Figure 1. The metal 3 layer (run 1).
The bar under the picture is 50 um long.
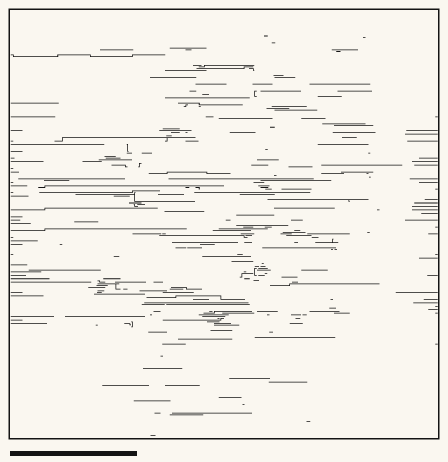
Figure 2. Placed standard cells (run 1).
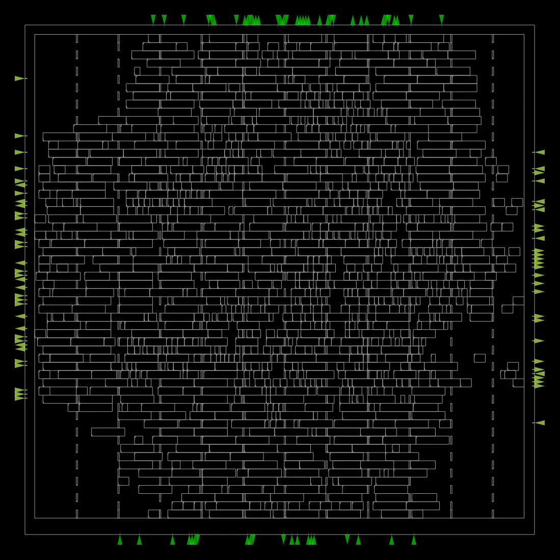
Figure 3. Where the registers sit (run 1).
The bar under the picture is 50 um long. Other sequential cells in the stronger grey, the rest of the logic in the fainter grey.
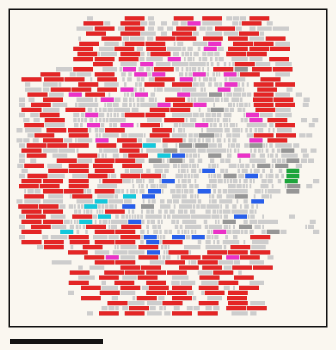
[config.mk]
export PLATFORM = sky130hd
export DESIGN_NAME = dma_cmd_queue_flat
export DESIGN_NICKNAME = d
export VERILOG_FILES = /design/src/rtl/dma_cmd_queue_if.sv /design/src/rtl/dma_cmd_queue.sv /design/src/flat_wrapper.sv
export SDC_FILE = /design/constraint.sdc
export NUM_CORES = 1
export LEC_CHECK = 0
export CAP_MARGIN = 20
export CORE_MARGIN = 3
export CORE_UTILIZATION = 50
export CTS_CLUSTER_DIAMETER = 30
export CTS_CLUSTER_SIZE = 25
export DETAILED_ROUTE_END_ITERATION = 6
export GPL_TIMING_DRIVEN = 1
export HOLD_SLACK_MARGIN = 0.05
export PLACE_DENSITY = 0.79
export SLEW_MARGIN = 20
export SYNTH_ARGS = -nofsm -noshare
export SYNTH_HDL_FRONTEND = slang
export SYNTH_SLANG_ARGS = --single-unit
[constraint.sdc]
create_clock -name clk -period 4.42 [get_ports clk]
set_input_delay 0.442 -clock clk [delete_from_list [all_inputs] [get_ports clk]]
set_output_delay 0.442 -clock clk [all_outputs]
set_load 0.01 [all_outputs]
[src/rtl/dma_cmd_queue_if.sv]
// Command-side and engine-side signal bundle for the DMA command queue.
interface dma_cmd_queue_if #(
    parameter int unsigned ADDRWIDTH      = 8,
    parameter int unsigned DMEM_ADDRWIDTH = 32,
    parameter int unsigned DEPTH          = 4
);
    localparam int unsigned CNTW = $clog2(DEPTH) + 1;

    // core -> queue command channel
    logic                      cmd_valid;
    logic                      cmd_ready;
    logic [DMEM_ADDRWIDTH-1:0] cmd_mem_addr;
    logic [ADDRWIDTH-1:0]      cmd_lane_addr;
    logic [15:0]               cmd_len;
    logic                      cmd_we;

    // queue -> engine chunk request and engine status
    logic [DMEM_ADDRWIDTH-1:0] dma_mem_addr;
    logic [7:0]                dma_num_bytes;
    logic [ADDRWIDTH-1:0]      dma_lane_addr;
    logic                      dma_we;
    logic                      dma_en;
    logic                      dma_busy;

    // status back to the core
    logic [CNTW-1:0]           q_count;
    logic                      busy;
    logic                      cmd_done;
    logic                      cmd_err;

    // queue side
    modport slave (
        input  cmd_valid, cmd_mem_addr, cmd_lane_addr, cmd_len, cmd_we, dma_busy,
        output cmd_ready, dma_mem_addr, dma_num_bytes, dma_lane_addr, dma_we, dma_en,
               q_count, busy, cmd_done, cmd_err
    );

    // core / engine side
    modport master (
        output cmd_valid, cmd_mem_addr, cmd_lane_addr, cmd_len, cmd_we, dma_busy,
        input  cmd_ready, dma_mem_addr, dma_num_bytes, dma_lane_addr, dma_we, dma_en,
               q_count, busy, cmd_done, cmd_err
    );
endinterface

[src/rtl/dma_cmd_queue.sv]
// DMA command queue: buffers core commands, splits them into engine-sized
// chunks and runs the dma_en / dma_busy handshake one chunk at a time.
module dma_cmd_queue #(
    parameter int unsigned NUMLANES       = 8,
    parameter int unsigned WIDTH          = 16,
    parameter int unsigned ADDRWIDTH      = 8,
    parameter int unsigned DMEM_ADDRWIDTH = 32,
    parameter int unsigned DEPTH          = 4,
    parameter int unsigned MAX_CHUNK      = 128
) (
    input  logic           clk,
    input  logic           reset,
    dma_cmd_queue_if.slave bus
);
    localparam int unsigned LINE_BYTES = NUMLANES * WIDTH / 8;
    localparam int unsigned PTRW       = $clog2(DEPTH);
    localparam int unsigned CNTW       = $clog2(DEPTH) + 1;
    localparam int unsigned LENW       = 16;
    localparam int unsigned CHUNKW     = 8;

    typedef struct packed {
        logic [DMEM_ADDRWIDTH-1:0] mem;
        logic [ADDRWIDTH-1:0]      lane;
        logic [LENW-1:0]           len;
        logic                      we;
    } cmd_t;

    typedef enum logic [2:0] {
        IDLE       = 3'd0,
        LOAD       = 3'd1,
        ISSUE      = 3'd2,
        WAIT_START = 3'd3,
        WAIT_DONE  = 3'd4
    } state_t;

    cmd_t                      fifo_mem [DEPTH];
    cmd_t                      head;
    logic [PTRW-1:0]           wr_ptr;
    logic [PTRW-1:0]           rd_ptr;
    logic [CNTW-1:0]           count;
    logic [CNTW-1:0]           count_nx;

    state_t                    state;
    state_t                    state_nx;
    logic [DMEM_ADDRWIDTH-1:0] cur_mem;
    logic [DMEM_ADDRWIDTH-1:0] cur_mem_nx;
    logic [ADDRWIDTH-1:0]      cur_lane;
    logic [ADDRWIDTH-1:0]      cur_lane_nx;
    logic [LENW-1:0]           rem;
    logic [LENW-1:0]           rem_nx;
    logic [CHUNKW-1:0]         chunk;
    logic [CHUNKW-1:0]         chunk_nx;
    logic                      cur_we;
    logic                      cur_we_nx;

    logic                      dma_en_q;
    logic                      dma_en_nx;
    logic                      done_q;
    logic                      done_nx;
    logic                      err_q;
    logic                      ready_q;
    logic                      busy_q;

    logic                      len_ok;
    logic                      push;
    logic                      push_ok;
    logic                      pop;

    // Size of the next engine transfer for a given remaining length.
    function automatic logic [CHUNKW-1:0] chunk_of(input logic [LENW-1:0] r);
        return (r > LENW'(MAX_CHUNK)) ? CHUNKW'(MAX_CHUNK) : CHUNKW'(r);
    endfunction

    assign head    = fifo_mem[rd_ptr];
    assign len_ok  = (bus.cmd_len != '0) && ((bus.cmd_len % LENW'(LINE_BYTES)) == '0);
    assign push    = bus.cmd_valid & ready_q;
    assign push_ok = push & len_ok;

    // Next-state and next-value logic for the chunking FSM and FIFO occupancy.
    always_comb begin
        state_nx    = state;
        cur_mem_nx  = cur_mem;
        cur_lane_nx = cur_lane;
        rem_nx      = rem;
        chunk_nx    = chunk;
        cur_we_nx   = cur_we;
        dma_en_nx   = 1'b0;
        done_nx     = 1'b0;
        pop         = 1'b0;

        unique case (state)
            IDLE: begin
                if (count != '0) state_nx = LOAD;
            end
            LOAD: begin
                cur_mem_nx  = head.mem;
                cur_lane_nx = head.lane;
                rem_nx      = head.len;
                cur_we_nx   = head.we;
                chunk_nx    = chunk_of(head.len);
                dma_en_nx   = 1'b1;
                state_nx    = ISSUE;
            end
            ISSUE: begin
                state_nx = WAIT_START;
            end
            WAIT_START: begin
                if (bus.dma_busy) state_nx = WAIT_DONE;
            end
            WAIT_DONE: begin
                if (!bus.dma_busy) begin
                    cur_mem_nx  = cur_mem + DMEM_ADDRWIDTH'(chunk);
                    cur_lane_nx = cur_lane + ADDRWIDTH'(chunk / CHUNKW'(LINE_BYTES));
                    rem_nx      = rem - LENW'(chunk);
                    chunk_nx    = chunk_of(rem_nx);
                    if (rem_nx != '0) begin
                        dma_en_nx = 1'b1;
                        state_nx  = ISSUE;
                    end else begin
                        pop      = 1'b1;
                        done_nx  = 1'b1;
                        state_nx = IDLE;
                    end
                end
            end
            default: begin
                state_nx = IDLE;
            end
        endcase

        count_nx = count + CNTW'(push_ok) - CNTW'(pop);
    end

    // State, pointers and registered outputs.
    always_ff @(posedge clk) begin
        if (!reset) begin
            state    <= IDLE;
            wr_ptr   <= '0;
            rd_ptr   <= '0;
            count    <= '0;
            cur_mem  <= '0;
            cur_lane <= '0;
            rem      <= '0;
            chunk    <= '0;
            cur_we   <= 1'b0;
            dma_en_q <= 1'b0;
            done_q   <= 1'b0;
            err_q    <= 1'b0;
            ready_q  <= 1'b1;
            busy_q   <= 1'b0;
        end else begin
            state    <= state_nx;
            cur_mem  <= cur_mem_nx;
            cur_lane <= cur_lane_nx;
            rem      <= rem_nx;
            chunk    <= chunk_nx;
            cur_we   <= cur_we_nx;
            dma_en_q <= dma_en_nx;
            done_q   <= done_nx;
            err_q    <= push & ~len_ok;
            count    <= count_nx;
            ready_q  <= (count_nx < CNTW'(DEPTH));
            busy_q   <= (count_nx != '0) || (state_nx != IDLE);
            if (push_ok) wr_ptr <= wr_ptr + PTRW'(1);
            if (pop)     rd_ptr <= rd_ptr + PTRW'(1);
        end
    end

    // Command storage; contents are don't-care until written.
    always_ff @(posedge clk) begin
        if (push_ok) begin
            fifo_mem[wr_ptr] <= '{mem: bus.cmd_mem_addr, lane: bus.cmd_lane_addr,
                                  len: bus.cmd_len, we: bus.cmd_we};
        end
    end

    assign bus.cmd_ready     = ready_q;
    assign bus.dma_mem_addr  = cur_mem;
    assign bus.dma_num_bytes = chunk;
    assign bus.dma_lane_addr = cur_lane;
    assign bus.dma_we        = cur_we;
    assign bus.dma_en        = dma_en_q;
    assign bus.q_count       = count;
    assign bus.busy          = busy_q;
    assign bus.cmd_done      = done_q;
    assign bus.cmd_err       = err_q;
endmodule
[src/flat_wrapper.sv]
// flat-port wrapper written by rule: the top's interface ports become plain ports
module dma_cmd_queue_flat 
#(
    parameter int unsigned NUMLANES       = 8,
    parameter int unsigned WIDTH          = 16,
    parameter int unsigned ADDRWIDTH      = 8,
    parameter int unsigned DMEM_ADDRWIDTH = 32,
    parameter int unsigned DEPTH          = 4,
    parameter int unsigned MAX_CHUNK      = 128
)
  (clk, reset, bus_cmd_valid, bus_cmd_mem_addr, bus_cmd_lane_addr, bus_cmd_len, bus_cmd_we, bus_dma_busy, bus_cmd_ready, bus_dma_mem_addr, bus_dma_num_bytes, bus_dma_lane_addr, bus_dma_we, bus_dma_en, bus_q_count, bus_busy, bus_cmd_done, bus_cmd_err);
  dma_cmd_queue_if #(.ADDRWIDTH(ADDRWIDTH), .DMEM_ADDRWIDTH(DMEM_ADDRWIDTH), .DEPTH(DEPTH)) bus_i ();
  input  logic clk;
  input  logic reset;
  input wire logic [$bits(bus_i.cmd_valid)-1:0] bus_cmd_valid;
  input wire logic [$bits(bus_i.cmd_mem_addr)-1:0] bus_cmd_mem_addr;
  input wire logic [$bits(bus_i.cmd_lane_addr)-1:0] bus_cmd_lane_addr;
  input wire logic [$bits(bus_i.cmd_len)-1:0] bus_cmd_len;
  input wire logic [$bits(bus_i.cmd_we)-1:0] bus_cmd_we;
  input wire logic [$bits(bus_i.dma_busy)-1:0] bus_dma_busy;
  output wire logic [$bits(bus_i.cmd_ready)-1:0] bus_cmd_ready;
  output wire logic [$bits(bus_i.dma_mem_addr)-1:0] bus_dma_mem_addr;
  output wire logic [$bits(bus_i.dma_num_bytes)-1:0] bus_dma_num_bytes;
  output wire logic [$bits(bus_i.dma_lane_addr)-1:0] bus_dma_lane_addr;
  output wire logic [$bits(bus_i.dma_we)-1:0] bus_dma_we;
  output wire logic [$bits(bus_i.dma_en)-1:0] bus_dma_en;
  output wire logic [$bits(bus_i.q_count)-1:0] bus_q_count;
  output wire logic [$bits(bus_i.busy)-1:0] bus_busy;
  output wire logic [$bits(bus_i.cmd_done)-1:0] bus_cmd_done;
  output wire logic [$bits(bus_i.cmd_err)-1:0] bus_cmd_err;
  assign bus_i.cmd_valid = bus_cmd_valid;
  assign bus_i.cmd_mem_addr = bus_cmd_mem_addr;
  assign bus_i.cmd_lane_addr = bus_cmd_lane_addr;
  assign bus_i.cmd_len = bus_cmd_len;
  assign bus_i.cmd_we = bus_cmd_we;
  assign bus_i.dma_busy = bus_dma_busy;
  assign bus_cmd_ready = bus_i.cmd_ready;
  assign bus_dma_mem_addr = bus_i.dma_mem_addr;
  assign bus_dma_num_bytes = bus_i.dma_num_bytes;
  assign bus_dma_lane_addr = bus_i.dma_lane_addr;
  assign bus_dma_we = bus_i.dma_we;
  assign bus_dma_en = bus_i.dma_en;
  assign bus_q_count = bus_i.q_count;
  assign bus_busy = bus_i.busy;
  assign bus_cmd_done = bus_i.cmd_done;
  assign bus_cmd_err = bus_i.cmd_err;
  dma_cmd_queue #(.NUMLANES(NUMLANES), .WIDTH(WIDTH), .ADDRWIDTH(ADDRWIDTH), .DMEM_ADDRWIDTH(DMEM_ADDRWIDTH), .DEPTH(DEPTH), .MAX_CHUNK(MAX_CHUNK)) u_core (.clk(clk), .reset(reset), .bus(bus_i));
endmodule
==> impl_metrics.env, run 1 <==
# flow metrics
export IMPL_outcome="completed"
export IMPL_worstSetupStartpointType="flop"
export IMPL_r2r_end="u_core.bus.busy$_SDFF_PN0_"
export IMPL_slowest_delay_ps=430
export IMPL_reg2reg_setup_slack_ps=300
export IMPL_pwr_share_seq_pct=40.1
export IMPL_yosysMostFrequentCell="edfxtp_1"
export IMPL_post_route_util_pct=64.6
export IMPL_period_minus_slack_ps=4120
export IMPL_cts_hold_buf=0
export IMPL_grt_pass1_vias=9025
export IMPL_antenna_found_initial=0
export IMPL_synth_cell_area_mm2=0.0133
export IMPL_intPower_uw=6270
export IMPL_ys_sh_mux_pct=9.89
export IMPL_num_rows=59
export IMPL_routed_wl_mm=33.6
export IMPL_postSynthCellCount=963
export IMPL_slew_headroom_pct=38.7
export IMPL_vias=9173
export IMPL_powerDensity_mw_per_mm2=472
export IMPL_postPlaceCellArea_mm2=0.0149
export IMPL_chipWidth_um=169
export IMPL_rsz0062_at_grt="no"
export IMPL_fin_tns_setup_ps=0
export IMPL_leakage_uw=0.00560
export IMPL_clock_latency_late_pin_ps=560
export IMPL_synthAdderAreaFrac_pct=3.05
export IMPL_top_area_cell="edfxtp_1"
export IMPL_holdWs_ps=475
export IMPL_fin_ws_ps=302
export IMPL_mostFrequentLayoutCell="edfxtp_1"
export IMPL_track_usage_pct=23.0
export IMPL_top_logic_kind="AND-OR/OR-AND gates"
export IMPL_hp_class="reg2reg"
export IMPL_power_frac_comb_pct=6.0
export IMPL_post_cts_repair_setup_buffers=0
export IMPL_timing_rr_start="u_core.bus.dma_num_bytes[4]$_SDFFE_PN0P_"
export IMPL_min_to="u_core.rem[0]$_SDFFE_PN0P_"
export IMPL_crit_buf_inv=2
export IMPL_cp_max_fo=5
export IMPL_cp_cell_sequence="inv_1, ha_1, a21o_1, a221o_1, a2111oi_0, a31oi_1, o32ai_4, nand4_1, nor2_1, ha_1, inv_1, ha_1, fa_1, nor4_1, o21ai_0, nand2_1, o211ai_1"
export IMPL_final_hold_violation_count=0
export IMPL_ys_async_sr_fraction_pct=0
Back to the opening pictures, Figure 1:
nets with wire on the layer: 184
main direction: horizontal
share of all routed wire: 8.7%

Back to the opening pictures, Figure 2:
Flop Count: 310
sequential cell area share: 50.4%
core area: 0.0261 mm2

Back to the opening pictures, Figure 3:
[cyan] u_core.bus.dma_lane_addr | sequential cells: 8
[magenta] u_core.bus.dma_mem_addr | sequential cells: 32
[red] u_core.fifo_mem | sequential cells: 228 | where: widely spread
[green] u_core.bus.q_count | sequential cells: 3
[blue] u_core.rem | sequential cells: 16 | where: centre
not coloured: 23

==> run 1: power by group through the flow <==
stage               clock [uW]  combinational, uW  sequential [uW]
floorplan                    0                247             3240
global placement             0                430             3240
detailed placement           0                444             3240
CTS                       4330                450             3180
global route              4480                507             3180
finish                    4280                475             3180
==> run 1: metal layers <==
layer  vias to the layer above  GRT usage, %  routed length, um
met5                         -             0                  0
met4                         0          8.15               1010
met3                        79          5.67               2920
met2                       463          37.1              16100
met1                      4560          30.9              13600
li1                       4071             -                  -
==> run 1: area by class of cell <==
class                           instances  area, um2  area share [%]
Sequential cell                       310       8490            50.4
Multi-Input combinational cell        575       4560            27.1
Clock buffer                           65       1410            8.38
Timing Repair Buffer                  137       1360            8.07
Clock inverter                         33        494            2.93
Tap cell                              335        419            2.49
Inverter                               29        109           0.646
--- run 2 (diff from run 1) ---
==> constraint.sdc (replaced) <==
create_clock -name clk -period 4.3 [get_ports clk]
set_input_delay 0.43 -clock clk [delete_from_list [all_inputs] [get_ports clk]]
set_output_delay 0.43 -clock clk [all_outputs]
set_load 0.01 [all_outputs]
Figure 4. Cell area per tile (run 2).
17 x 17 tiles, from white (low) to dark blue (high), 0 to 100% covered.
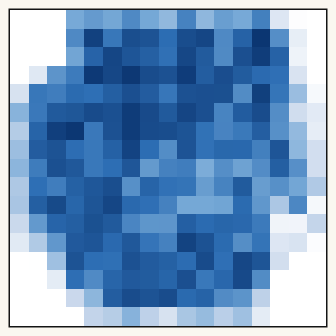
fullest tile: 98%
tiles over 75% full: 41%
emptiest ninth of the die: south-east

==> run 2 against run 1 <==
Effect of this change: sequential share of layout area down 0.071 points; area after synthesis unchanged; combinational power rose by 4%; non-clock buffer count increased by 6; total power rose by 2.0%; first-iteration DRC count down 3.2%; synthesized cell count did not move; global-route usage is 0.31 points higher; cell count is 0.74% higher; utilization grew 0.10 points.
==> impl_metrics.env, run 2 <==
# flow metrics
export IMPL_outcome="completed"
export IMPL_drt_met1_wl_mm=13.6
export IMPL_holdWs_ps=482
export IMPL_coreArea_mm2=0.0261
export IMPL_num_rows=59
export IMPL_synth_cell_area_mm2=0.0133
export IMPL_clock_latency_late_pin_ps=570
export IMPL_cap_violations=0
export IMPL_min_to="u_core.rem[0]$_SDFFE_PN0P_"
export IMPL_wl_met3_mm=2.84
export IMPL_clkbuf_count=59
export IMPL_pg_clk_uw=4340
export IMPL_grt_pass1_vias=9254
export IMPL_buffers=143
export IMPL_cp_cell_sequence="ha_1, fa_1, nand2b_2, a21oi_2, xnor2_1, nand3_1, a211o_1, nor2_1, nand4_1, nor2_1, ha_1, inv_1, ha_1, fa_1, nor4_2, o21ai_0, nand2_1, o211ai_1"
export IMPL_yosysMostFrequentCell="edfxtp_1"
export IMPL_leakage_uw=0.00563
export IMPL_post_cts_repair_setup_buffers=0
export IMPL_final_hold_violation_count=0
export IMPL_buf_share_pct=8.17
export IMPL_postPlaceCellArea_mm2=0.0149
export IMPL_vias=9095
export IMPL_dominant_cells="flip-flops and latches"
export IMPL_met2_usage_pct=36.9
export IMPL_reg2reg_setup_slack_ps=290
export IMPL_critical_path_slowest_cell="fa_1"
export IMPL_grt_busiest_layer="met2"
export IMPL_postSynthCellCount=963
export IMPL_timing_rr_start="u_core.bus.dma_num_bytes[0]$_SDFFE_PN0P_"
export IMPL_antenna_found_initial=0
export IMPL_chipWidth_um=169
export IMPL_pwr_share_seq_pct=40.3
export IMPL_seq_area_mm2=0.00849
export IMPL_flop_count=310
export IMPL_powerDensity_mw_per_mm2=480
export IMPL_power_frac_comb_pct=6.1
export IMPL_combGateArea_mm2=0.00457
export IMPL_routed_wl_mm=33.3
export IMPL_cp_max_fo=4
export IMPL_die_area_mm2=0.0286
export IMPL_period_minus_slack_ps=4010
export IMPL_track_usage_pct=23.3
export IMPL_taps=335
export IMPL_worstSetupStartpointType="flop"
export IMPL_routed_top_layer="met4"
export IMPL_post_route_util_pct=64.7
export IMPL_r2r_end="u_core.bus.busy$_SDFF_PN0_"
export IMPL_p_comb_uw=492
export IMPL_met1_usage_pct=32.4
export IMPL_fin_tns_setup_ps=0
export IMPL_htree_num_levels=2
export IMPL_mostFrequentLayoutCell="edfxtp_1"
export IMPL_synth_area_per_cell_um2=13.8
export IMPL_power_group_top="the clock network"
export IMPL_powerSeq_uw=3270
export IMPL_slew_headroom_pct=42.9
export IMPL_seq_area_share_pct=50.4
export IMPL_inv_count=29
## run 2: cell counts after synthesis
No cell type changed its count.
## run 2: worst max-delay path, delay by kind of cell, from the launching register on
kind                     cells  cell delay [ps]
XOR/XNOR                     1              170
buffers and inverters        1               50
AND/OR/NAND/NOR              7             1160
adder cells (fa/ha/maj)      5             1480
flip-flops                   1              350
AND-OR/OR-AND                4              670
## run 2: kinds of logic (layout without fill, tap and decap cells)
logic type	after synthesis	count (layout)	synth area share [%]
AND-OR/OR-AND	227	227	11.3
XOR/XNOR	17	17	1.12
adder cells (fa/ha/maj)	30	30	3.05
buffers and inverters	78	275	2.26
flip-flops	310	310	63.9
multiplexers	60	60	9.89
AND/OR/NAND/NOR	241	241	8.53
--- run 3 (diff from run 2) ---
--- a/config.mk
+++ b/config.mk
@@ -6,6 +6,7 @@
 export NUM_CORES = 1
 export LEC_CHECK = 0
 export CAP_MARGIN = 20
+export CORE_ASPECT_RATIO = 1.4
 export CORE_MARGIN = 3
 export CORE_UTILIZATION = 50
 export CTS_CLUSTER_DIAMETER = 30
==> run 3 against run 2 <==
Effect of this change: worst setup slack got worse by 5.8 ps; hold slack improved by 6.1 ps; cell count fell by 2.0%; utilization fell by 1.3 points; largest cell class unchanged; critical endpoint unchanged; area after synthesis did not move; clock skew fell by 13 ps; largest power group unchanged; sequential share of layout area rose by 0.76 points; sequential power barely moved; non-clock buffer count fell by 3.
==> impl_metrics.env, run 3 <==
# flow metrics
export IMPL_clock_latency_late_pin_ps=540
export IMPL_post_route_util_pct=63.4
export IMPL_chipWidth_um=144
export IMPL_synth_cell_area_mm2=0.0133
export IMPL_wl_met3_mm=2.25
export IMPL_period_minus_slack_ps=4020
export IMPL_slew_headroom_pct=44.9
export IMPL_synth_xor_area_share_pct=1.12
export IMPL_top_logic_kind="AND-OR/OR-AND gates"
export IMPL_outcome="completed"
export IMPL_grt_pass1_vias=9205
export IMPL_cp_max_fo=5
export IMPL_worstSetupStartpointType="flop"
export IMPL_routed_top_layer="met5"
export IMPL_path_depth=17
export IMPL_reg2reg_setup_slack_ps=280
export IMPL_cap_violations=0
export IMPL_timing_rr_start="u_core.bus.dma_num_bytes[6]$_SDFFE_PN0P_"
export IMPL_critical_path_slowest_cell="dfxtp_1"
export IMPL_ys_sh_aoi_pct=11.3
export IMPL_die_area_mm2=0.0286
export IMPL_synth_area_per_cell_um2=13.8
export IMPL_final_hold_violation_count=0
export IMPL_met1_usage_pct=28.0
export IMPL_vias=9006
export IMPL_postPlaceCellArea_mm2=0.0149
export IMPL_antenna_found_initial=1
export IMPL_crit_buf_inv=2
export IMPL_track_usage_pct=23.4
export IMPL_simple_gate_area_share_pct=8.53
export IMPL_cp_cell_sequence="inv_1, ha_1, and4b_4, a221o_1, a2111oi_1, a31oi_1, o32ai_4, nand4_1, nor2_1, ha_1, inv_1, ha_1, fa_1, nor4_1, o21ai_0, nand2_1, o211ai_1"
export IMPL_num_rows=70
export IMPL_grt_overflow_total=0
export IMPL_powerDensity_mw_per_mm2=458
export IMPL_fin_tns_setup_ps=0
export IMPL_ys_sh_mux_pct=9.89
export IMPL_coreArea_mm2=0.0262
export IMPL_mostFrequentLayoutCell="edfxtp_1"
export IMPL_postSynthCellCount=963
export IMPL_drt_met1_wl_mm=12.0
export IMPL_holdWs_ps=488
export IMPL_routed_wl_mm=33.0
export IMPL_cpLargestDelayFamily="AND-OR/OR-AND gates"
==> run 3: power by group <==
group / internal (uW) / switching [uW] / total, uW / leakage, uW
Sequential: 3240 / 30.9 / 3270 / 0.00272
Combinational: 218 / 270 / 488 / 0.00199
Clock: 2430 / 1410 / 3850 / 0.000777
==> run 3: timing repair <==
item                                    CTS  global route
resized                                   0             5
endpoints found under the setup margin    0             1
hold buffers                              0             0
setup buffers                             0             2
==> run 3: layout make-up <==
cell class              instances  area, um2  area share [%]
multi-input cells             575       4560            27.4
flip-flops and latches        310       8490            51.1
clock inverters                35        383            2.30
well taps                     324        405            2.44
clock buffers                  52       1250            7.51
repair buffers                140       1420            8.54
inverters                      29        109           0.655
Figure 5. Cell area per tile (run 3).
14 x 20 tiles, from white (low) to dark blue (high), 0 to 100% covered.
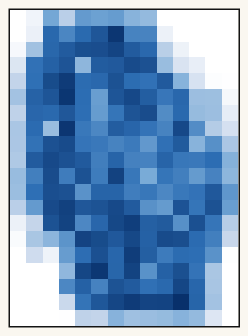
nearly empty tiles: 13%
fullest tile: 100%
tiles over 75% full: 40%


==> notes/layouts.md <==
Pictures saved along the way, in no particular order.

Placed cells, one colour a class.
shot_01.png
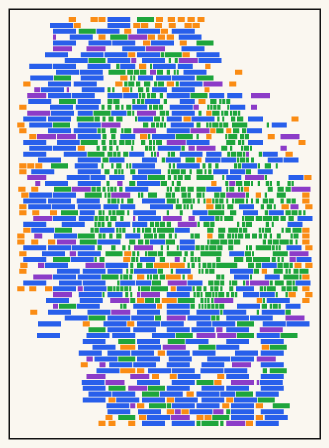
shot_02.png
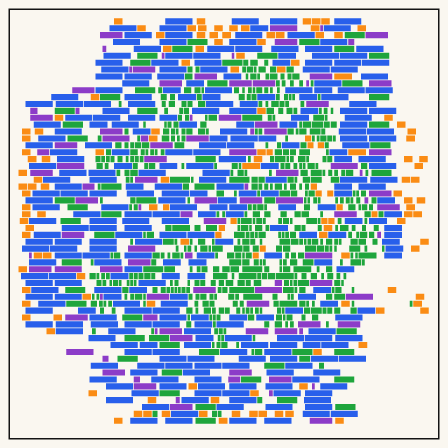
- shot_01.png = run 3
- shot_02.png = run 1

Key to shot_02.png:
[blue] sequential cells | cells: 310 | share of their area: 52%
[orange] remaining buffers and delay cells | cells: 137 | share of their area: 8.3%
[green] combinational and other logic | cells: 604 | share of their area: 28%
[purple] clock drivers and dummy loads | cells: 98 | share of their area: 12%

Power is estimated from default activity; no workload was simulated.
